## src/rtl/svi_force_combiner.sv

```systemverilog
// svi_force_combiner: N-channel registered combiner with force/release override and
// OR/AND/XOR reduction, optionally alternating OR/AND on a free-running period counter.
module svi_force_combiner #(
  parameter int N_CHAN = 2,
  parameter int WIDTH  = 1,
  parameter int PERIOD = 16
) (
  input  logic                    i_sclk,
  input  logic                    i_arst_n,
  input  logic [N_CHAN-1:0]       i_wr_valid,
  input  logic [N_CHAN*WIDTH-1:0] i_wr_data,
  input  logic [N_CHAN-1:0]       i_force_set,
  input  logic [N_CHAN-1:0]       i_force_rel,
  input  logic [N_CHAN*WIDTH-1:0] i_force_data,
  input  logic                    i_mode_auto,
  input  logic [1:0]              i_mode,
  output logic [WIDTH-1:0]        o_combined,
  output logic [1:0]              o_sel_mode,
  output logic [N_CHAN-1:0]       o_forced,
  output logic                    o_wrap
);
  localparam int CW = $clog2(PERIOD);
  logic [N_CHAN-1:0][WIDTH-1:0] wr_data, frc_data, chan_q, chan_d, frc_q, frc_d, eff;
  logic [N_CHAN-1:0]            forced_q, forced_d;
  logic [CW-1:0]                cnt_q, cnt_d;
  logic                         phase_q, wrap, wrap_q;
  logic [WIDTH-1:0]             red_or, red_and, red_xor, comb_q, comb_d;
  logic [1:0]                   sel_mode, sel_q;
  assign wr_data  = i_wr_data;
  assign frc_data = i_force_data;
  always_comb begin
    chan_d   = chan_q;
    frc_d    = frc_q;
    forced_d = forced_q;
    eff      = chan_q;
    for (int c = 0; c < N_CHAN; c++) begin
      eff[c]      = forced_q[c] ? frc_q[c] : chan_q[c];
      // a release hands the override value back to the channel; a same-cycle write wins
      chan_d[c]   = i_wr_valid[c] ? wr_data[c]
                  : (i_force_rel[c] && forced_q[c] && !i_force_set[c]) ? frc_q[c] : chan_q[c];
      frc_d[c]    = i_force_set[c] ? frc_data[c] : frc_q[c];
      forced_d[c] = i_force_set[c] ? 1'b1 : i_force_rel[c] ? 1'b0 : forced_q[c];
    end
    red_or  = eff[0];
    red_and = eff[0];
    red_xor = eff[0];
    for (int c = 1; c < N_CHAN; c++) begin
      red_or  = red_or | eff[c];
      red_and = red_and & eff[c];
      red_xor = red_xor ^ eff[c];
    end
    sel_mode = i_mode_auto ? {1'b0, phase_q} : (i_mode == 2'd3 ? 2'd0 : i_mode);
    comb_d   = sel_mode == 2'd1 ? red_and : sel_mode == 2'd2 ? red_xor : red_or;
    wrap     = cnt_q == CW'(PERIOD - 1);
    cnt_d    = wrap ? '0 : cnt_q + 1'b1;
  end
  always_ff @(posedge i_sclk or negedge i_arst_n) begin
    if (!i_arst_n) begin
      chan_q   <= '0;
      frc_q    <= '0;
      forced_q <= '0;
      cnt_q    <= '0;
      phase_q  <= 1'b0;
      wrap_q   <= 1'b0;
      comb_q   <= '0;
      sel_q    <= 2'd0;
    end else begin
      chan_q   <= chan_d;
      frc_q    <= frc_d;
      forced_q <= forced_d;
      cnt_q    <= cnt_d;
      phase_q  <= phase_q ^ wrap;
      wrap_q   <= wrap;
      comb_q   <= comb_d;
      sel_q    <= sel_mode;
    end
  end
  assign o_combined = comb_q;
  assign o_sel_mode = sel_q;
  assign o_forced   = forced_q;
  assign o_wrap     = wrap_q;
endmodule
```

## config.mk

```make
export PLATFORM = sky130hd
export DESIGN_NAME = svi_force_combiner
export DESIGN_NICKNAME = d
export VERILOG_FILES = /design/src/rtl/svi_force_combiner.sv
export SDC_FILE = /design/constraint.sdc
export NUM_CORES = 1
export LEC_CHECK = 0
export ABC_AREA = 1
export CAP_MARGIN = 10
export CORE_MARGIN = 8
export CORE_UTILIZATION = 47
export CTS_BUF_LIST = sky130_fd_sc_hd__clkbuf_2
export CTS_CLUSTER_DIAMETER = 40
export DETAILED_ROUTE_END_ITERATION = 10
export PLACE_DENSITY = 0.88
export SYNTH_ARGS = -nofsm -noshare
export SYNTH_HDL_FRONTEND = slang
export SYNTH_SLANG_ARGS = --single-unit
export TNS_END_PERCENT = 5
```

## constraint.sdc

```tcl
create_clock -name i_sclk -period 1.55 [get_ports i_sclk]
set_input_delay 0.31 -clock i_sclk [delete_from_list [all_inputs] [get_ports i_sclk]]
set_output_delay 0.31 -clock i_sclk [all_outputs]
set_load 0.05 [all_outputs]
```

**Run 1: gate-type map**

Drawn at 10 px/um.
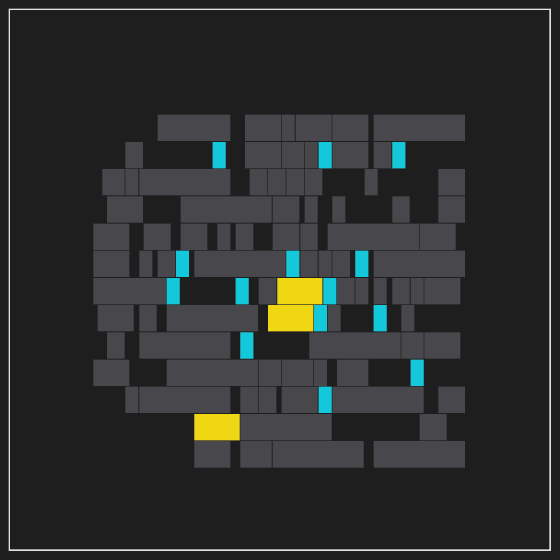
family	colour	cells
inverters	cyan	14
adder and majority cells	yellow	3
most common cell after layout, fill and taps aside: sky130_fd_sc_hd__dfrtp_1
combinational share of cell area: 26.5%
Layout Cells excl Fill: 114

**Run 1: cells by drive strength**

Drawn at 10 px/um.
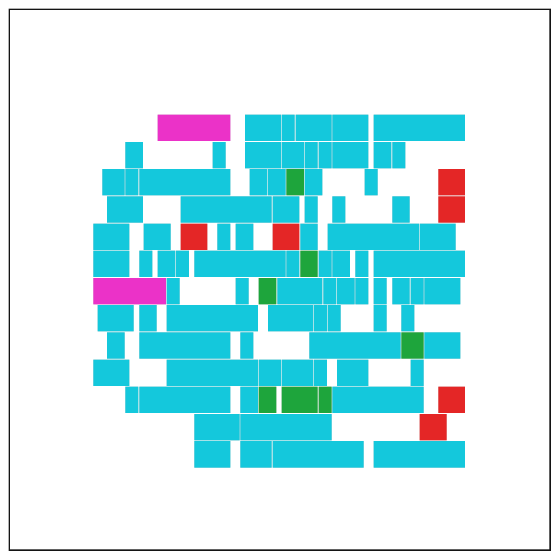
size	colour	cells
drive 2	green	7
drive 1 or less	cyan	84
drive 3 to 4	red	6
drive 6 and up	magenta	2

==> Slide: Implementation Results, run 1 <==
Implementation Results

Run status
  – Run status: finished, final reports clean

Synthesis
  – Fraction of registers with async set or reset after synthesis: 100%
  – Post-synth top area share: 55.5%
  – Post-Syn Instances: 73
  – Synthesized chip area reported by yosys: 677 sq um
  – Portion of the post-synthesis area used by sequential elements: 55.5%
  – Syn Std Cell Area: 677 sq um
  – Cell variety after synth: 16
  – Number of synthesized flops with an enable pin: 0
  – Tally of yosys warning messages: 0
  – Synth cell count leaders: sky130_fd_sc_hd__dfrtp_1 (15), sky130_fd_sc_hd__inv_1 (13), sky130_fd_sc_hd__nand2_1 (13), sky130_fd_sc_hd__nand3_1 (7), sky130_fd_sc_hd__o21ai_0 (7)

Worst setup path
  – Required time of the critical path: 1.73 ns
  – Sort of element at the end of the critical path: flop
  – Launch point of the worst path: o_forced[1]
  – Critical Path Slowest Stage Cell: sky130_fd_sc_hd__dfrtp_1
  – Number of buffers and inverters on the critical path: 1

Floorplanning
  – Core utilization at floorplan: 51.4%
  – DIE AREA: 2910 sq um
  – Placeable core region: 1320 sq um
  – Die width: 54.0 um
  – Boundary Pins: 21
  – Number of core rows: 13

Pwr
  – Combinational cell fraction of total power: 22.8%
  – PwrDens: 830 nW/um^2
  – Share of power burned in the clock network: 23.1%
  – Cell internal pwr: 0.551 mW
  – Worst IR Drop VDD: 0.512 mV
  – Switching pwr: 0.231 mW
  – Switching Fraction: 29.5%

Place
  – Final GP Congestion: 0.797
  – DPL Wire Length: 1150 um

Detailed routing
  – Detail Route met3 WL: 79 um
  – Remaining antenna violation count after routing: 0
  – Met2 wirelength from detailed routing: 670 um

Finish
  – Antenna diode count: 0
  – Dominant logic cell types in the final layout: sky130_fd_sc_hd__dfrtp_1 (15), sky130_fd_sc_hd__clkdlybuf4s50_1 (14), sky130_fd_sc_hd__inv_1 (13), sky130_fd_sc_hd__nand2_1 (13)
  – Max FFs per register: 4
  – Final-stage net count: 118

STA
  – Unrepaired setup endpoints after global routing: false
  – Worst Tran Pin Value: 0.327 ns
  – Max Slew Vio Count: 0

Clock network
  – Cts bufs inserted: 3
  – Root Driver: sky130_fd_sc_hd__clkbuf_2
  – Resized cells post-CTS: 0
  – Hold Buf Count CTS: 0

Flow run
  – Total tool warning count: 27

Global routing
  – Global-route usage over all layers: 10.7%
  – Maximum number of pins on one net before global-route repair: 10
  – Via count of the first global-routing pass: 577
**Run 1: M2 wires**

Drawn at 4 px/um. Cells faint in the background.
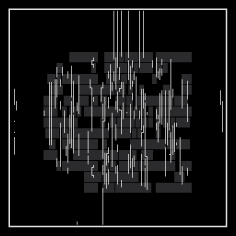
main direction	vertical
nets with wire on the layer	99
share of all routed wire	49%
final routed wirelength across all metal layers: 1360 um
via count: 569
met2 track demand over resource in global routing: 17.8%

run 1: cells by family after synthesis:
logic type,Yosys count,share of synthesized area [%]
buffers and inverters,14,7.76
AND/OR/NAND/NOR,30,21.4
adder cells (fa/ha/maj),3,5.55
flip-flops,15,55.5
XOR/XNOR,3,3.88
AND-OR/OR-AND,8,5.91
run 1: cell type report:
type	count	area (sq um)	area share [%]
flip-flops and latches	15	375	39.9
multi-input cells	44	249	26.5
repair buffers	22	225	23.9
inverters	14	52.6	5.59
well taps	15	18.8	1.99
clock buffers	3	15.0	1.60
clock inverters	1	5.00	0.532
run 1: how the worst min path moves through the flow:
stage	startpoint	to	slack (ns)	depth (start not counted)
detailed placement	phase_q	phase_q	0.47	1
floorplan	i_arst_n	chan_q[0]	0.01	0
global placement	phase_q	phase_q	0.47	1
finish	i_arst_n	cnt_q[1]	0.27	1
global route	i_arst_n	cnt_q[0]	0.27	1
CTS	i_arst_n	chan_q[1]	0.27	1
run 1: through the flow:
stage | total power, mW | hold slack [ns] | std cells | setup WS, ns | util [%]
2_1_floorplan | 0.515 | 0.0144 | 73 | 0.0473 | -
3_3_place_gp | 0.604 | 0.469 | 110 | 0.242 | 69.9
3_5_place_dp | 0.611 | 0.472 | 110 | 0.218 | 69.9
4_1_cts | 0.791 | 0.274 | 114 | 0.200 | 71.4
5_1_grt | 0.830 | 0.270 | 114 | 0.0664 | 71.4
6_report | 0.781 | 0.273 | 114 | 0.200 | 71.4
run 1: power by group through the flow:
stage	clock network (mW)	registers [mW]	logic [mW]
2_1_floorplan	0	0.467	0.0480
3_3_place_gp	0	0.429	0.175
3_5_place_dp	0	0.431	0.181
4_1_cts	0.186	0.423	0.181
5_1_grt	0.208	0.426	0.196
6_report	0.181	0.423	0.178
==> run 2, diff against run 1 <==
- PLACE_DENSITY: 0.88 -> 0.79
**Run 2: gate-type map**

Drawn at 10 px/um.
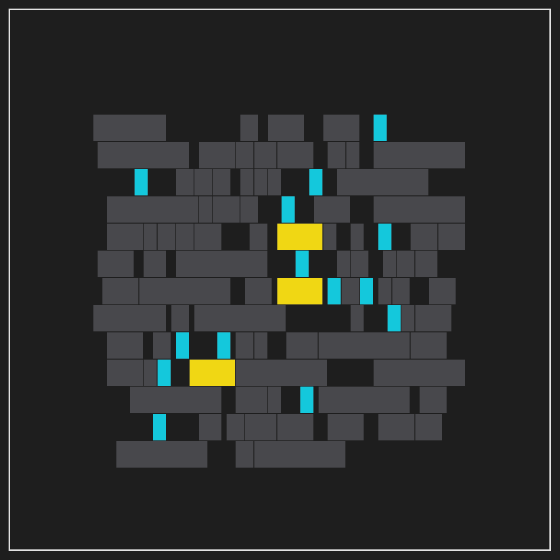
family	colour	cells
adder and majority cells	yellow	3
inverters	cyan	14

==> Slide: Implementation Results, run 2 <==
Implementation Results

Run status
  – Run status: finished, final reports clean

Floorplanning
  – Boundary Pins: 21
  – Placeable core region: 1320 sq um

Synthesis
  – Fraction of registers with async set or reset after synthesis: 100%
  – Post-Syn Instances: 73
  – Portion of the post-synthesis area used by sequential elements: 55.5%
  – Synthesized chip area reported by yosys: 677 sq um

Place
  – Post-place setup slack: 0.175 ns
  – Number of instances in the placed design: 110
  – Final GP Congestion: 0.785

Finish
  – Dominant logic cell types in the final layout: sky130_fd_sc_hd__dfrtp_1 (15), sky130_fd_sc_hd__clkdlybuf4s50_1 (14), sky130_fd_sc_hd__inv_1 (13), sky130_fd_sc_hd__nand2_1 (13), sky130_fd_sc_hd__nand3_1 (7)
  – Antenna diode count: 0

Pwr
  – PwrDens: 849 nW/um^2
  – Group drawing the most power: registers
  – Power in the clock group: 0.198 mW
  – Switching pwr: 0.238 mW

Worst setup path
  – Critical Path Slowest Stage Cell: sky130_fd_sc_hd__dfrtp_1

Detailed routing
  – Via count: 550
  – Final routed wirelength across all metal layers: 1330 um

STA
  – Worst hold margin: 0.291 ns
-- run 2: cell families (layout without fill, tap and decap cells) --
family / count (synthesis) / count (layout) / share of synthesized area, %
compound gates: 8 / 8 / 5.91
xor+xnor: 3 / 3 / 3.88
fa+ha+maj: 3 / 3 / 5.55
buf+inv: 14 / 40 / 7.76
flops: 15 / 15 / 55.5
simple gates: 30 / 30 / 21.4
-- run 2: worst reg2reg max path, cell delays in order, from the launching register on --
cell and delay (ns):
sky130_fd_sc_hd__dfrtp_1 0.51, sky130_fd_sc_hd__nand2_1 0.08, sky130_fd_sc_hd__o21ai_1 0.12, sky130_fd_sc_hd__ha_1 0.26
sky130_fd_sc_hd__inv_1 0.05, sky130_fd_sc_hd__nand3_1 0.07, sky130_fd_sc_hd__nand3_1 0.08, sky130_fd_sc_hd__nand2_1 0.05
-- run 2: layer usage --
| layer | global-route usage (%) | part of all wire (%) | vias to the layer above |
|---|---|---|---|
| met2 | 14.7 | 41 | 24 |
| met5 | 0 | 0 | - |
| met4 | 8.82 | 3.8 | 0 |
| li1 | - | - | 283 |
| met3 | 1.65 | 8.4 | 5 |
| met1 | 12.2 | 46 | 238 |
-- run 2: layout make-up --
cell class	count	area [sq um]
Inverter	14	52.6
Timing Repair Buffer	22	225
Multi-Input combinational cell	44	249
Clock buffer	4	20.0
Fill cell	110	377
Sequential cell	15	375
Tap cell	15	18.8
-- run 2: what timing repair did --
| action | 4_1_cts | 5_1_grt |
|---|---|---|
| setup buffers | 0 | 0 |
| gates resized | 0 | 1 |
| endpoints found under the setup margin | 0 | 1 |
==> run 3, diff against run 2 <==
- CORE_AREA: unset -> 8 8 45 47
- CORE_MARGIN: 8 -> unset
- CORE_UTILIZATION: 47 -> unset
- DIE_AREA: unset -> 0 0 53 55
- DONT_BUFFER_PORTS: unset -> 1
- PLACE_DENSITY: 0.79 -> 0.64
- SLEW_MARGIN: unset -> 20
**Run 3: cells by drive strength**

Drawn at 8 px/um.
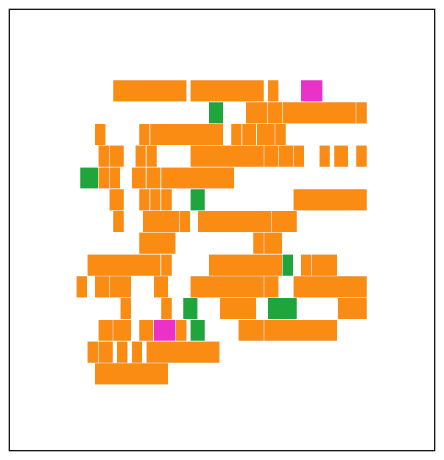
size	colour	cells
drive 1 or less	orange	71
drive 2	green	7
drive 3 to 4	magenta	2

==> Slide: Implementation Results, run 3 <==
Implementation Results

Clock network
  – Root Driver: sky130_fd_sc_hd__clkbuf_2
  – Hold Buf Count CTS: 1
  – Cts bufs inserted: 3
  – Resized cells post-CTS: 0
  – Total setup buffers inserted after CTS: 0

Global routing
  – Met2 track demand over resource in global routing: 12.9%
  – Highest-utilization routing layer at the global route stage: met2
  – Maximum number of pins on one net before global-route repair: 16
  – Via count of the first global-routing pass: 449
  – Met1 Track Usage GR: 10.1%
  – Global-route usage over all layers: 8.93%

Pwr
  – PwrDens: 970 nW/um^2
  – Worst IR Drop VDD: 0.456 mV
  – Switching pwr: 0.210 mW
  – Switching Fraction: 29.1%
  – Share of power burned in the clock network: 25.8%
  – Combinational cell fraction of total power: 11.9%
  – Cell internal pwr: 0.510 mW

Synthesis
  – Synth cell count leaders: sky130_fd_sc_hd__dfrtp_1 (15), sky130_fd_sc_hd__inv_1 (13), sky130_fd_sc_hd__nand2_1 (13), sky130_fd_sc_hd__nand3_1 (7), sky130_fd_sc_hd__o21ai_0 (7)
  – Syn Std Cell Area: 677 sq um
  – Portion of the post-synthesis area used by sequential elements: 55.5%
  – Number of synthesized flops with an enable pin: 0
  – Area fraction in full adders, half adders and majority gates: 5.55%
  – Tally of yosys warning messages: 0
  – Compound Share, Synth: 5.91%
  – Cell variety after synth: 16

Detailed routing
  – Length of routed wiring on met1: 539 um
  – Top Metal Used: met4
  – Via count: 452
  – Detail Route met3 WL: 92 um
  – Met2 wirelength from detailed routing: 507 um

Finish
  – Area of combinational cells with multiple inputs: 249 sq um
  – Most common cell after layout, fill and taps aside: sky130_fd_sc_hd__dfrtp_1
  – Final-stage net count: 99
  – Layout Cells excl Fill: 96
  – Utilization after layout: 53.6%

Worst setup path
  – Required time of the critical path: 1.73 ns
  – Sort of element at the end of the critical path: flop

Place
  – Number of instances in the placed design: 91
  – Final GP Congestion: 0.694

Flow run
  – Total tool warning count: 27

STA
  – Worst Tran Pin Value: 0.674 ns
  – Unrepaired setup endpoints after global routing: false

Floorplanning
  – Number of core rows: 14
  – Die width: 53 um
  – Core utilization at floorplan: 48.9%
  – DIE AREA: 2920 sq um
  – Placeable core region: 1380 sq um

Run status
  – Run status: finished, final reports clean
[run 3: final timing paths]
path                                to           start  depth (start not counted)  slack (ns)
setup / recovery            o_combined     o_forced[1]                          6        0.16
max in group asynchronous     frc_q[1]        i_arst_n                          1        0.63
min in group asynchronous     cnt_q[3]        i_arst_n                          1        0.49
hold reg to reg                phase_q         phase_q                          1        0.51
hold / removal             o_forced[0]  i_force_rel[0]                          1        0.12
setup reg to reg            o_combined     o_forced[1]                          6        0.16
[run 3: worst max-delay path: cells and delay by family (launching register included)]
family,cells,cell delay [ns]
compound gates,1,0.31
simple gates,3,0.20
buf+inv,1,0.05
flops,1,0.45
fa+ha+maj,1,0.29
[run 3: through the flow]
step	hold WS [ns]	total power, mW	worst slack [ns]
floorplan	0.0144	0.515	0.0473
global placement	0.0149	0.533	0.199
global route	0.102	0.765	0.0502
CTS	0.103	0.734	0.166
finish	0.118	0.720	0.164
detailed placement	0.0149	0.535	0.185
[run 3: layout make-up]
cell class,instances,share of cell area [%]
Sequential cell,15,50.6
Multi-Input combinational cell,44,33.6
Inverter,14,7.08
Timing Repair Buffer,3,3.37
Clock buffer,4,2.70
Tap cell,16,2.70
[run 3: cell families after synthesis]
kind of cell | after synthesis
and+or+nand+nor | 30
DFF | 15
buffers and inverters | 14
AOI/OAI and AO/OA | 8
xor gates and xnor gates | 3
adders and majority gates | 3
[run 3: power groups by stage]
stage / Clock, mW / Combinational, mW / Sequential, mW
after floorplan: 0 / 0.0480 / 0.467
after global placement: 0 / 0.0768 / 0.456
after detailed placement: 0 / 0.0779 / 0.457
after CTS: 0.197 / 0.0880 / 0.449
after global routing: 0.213 / 0.100 / 0.452
final: 0.186 / 0.0857 / 0.448

==> layout pictures side by side <==
Signal wires on met3.
Drawn at 4 px/um.
Plate I
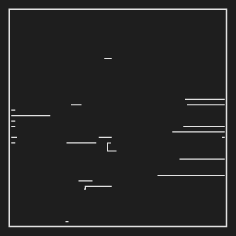
Plate II
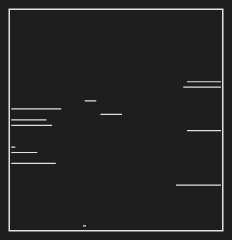
run 2 -> Plate I
run 3 -> Plate II

Key to Plate II:
longest straight run	12.2 um
nets with wire on the layer	12
main direction	horizontal
share of all routed wire	7.9%
wire length on this layer	92.6 um

Power and IR drop assume default switching activity.
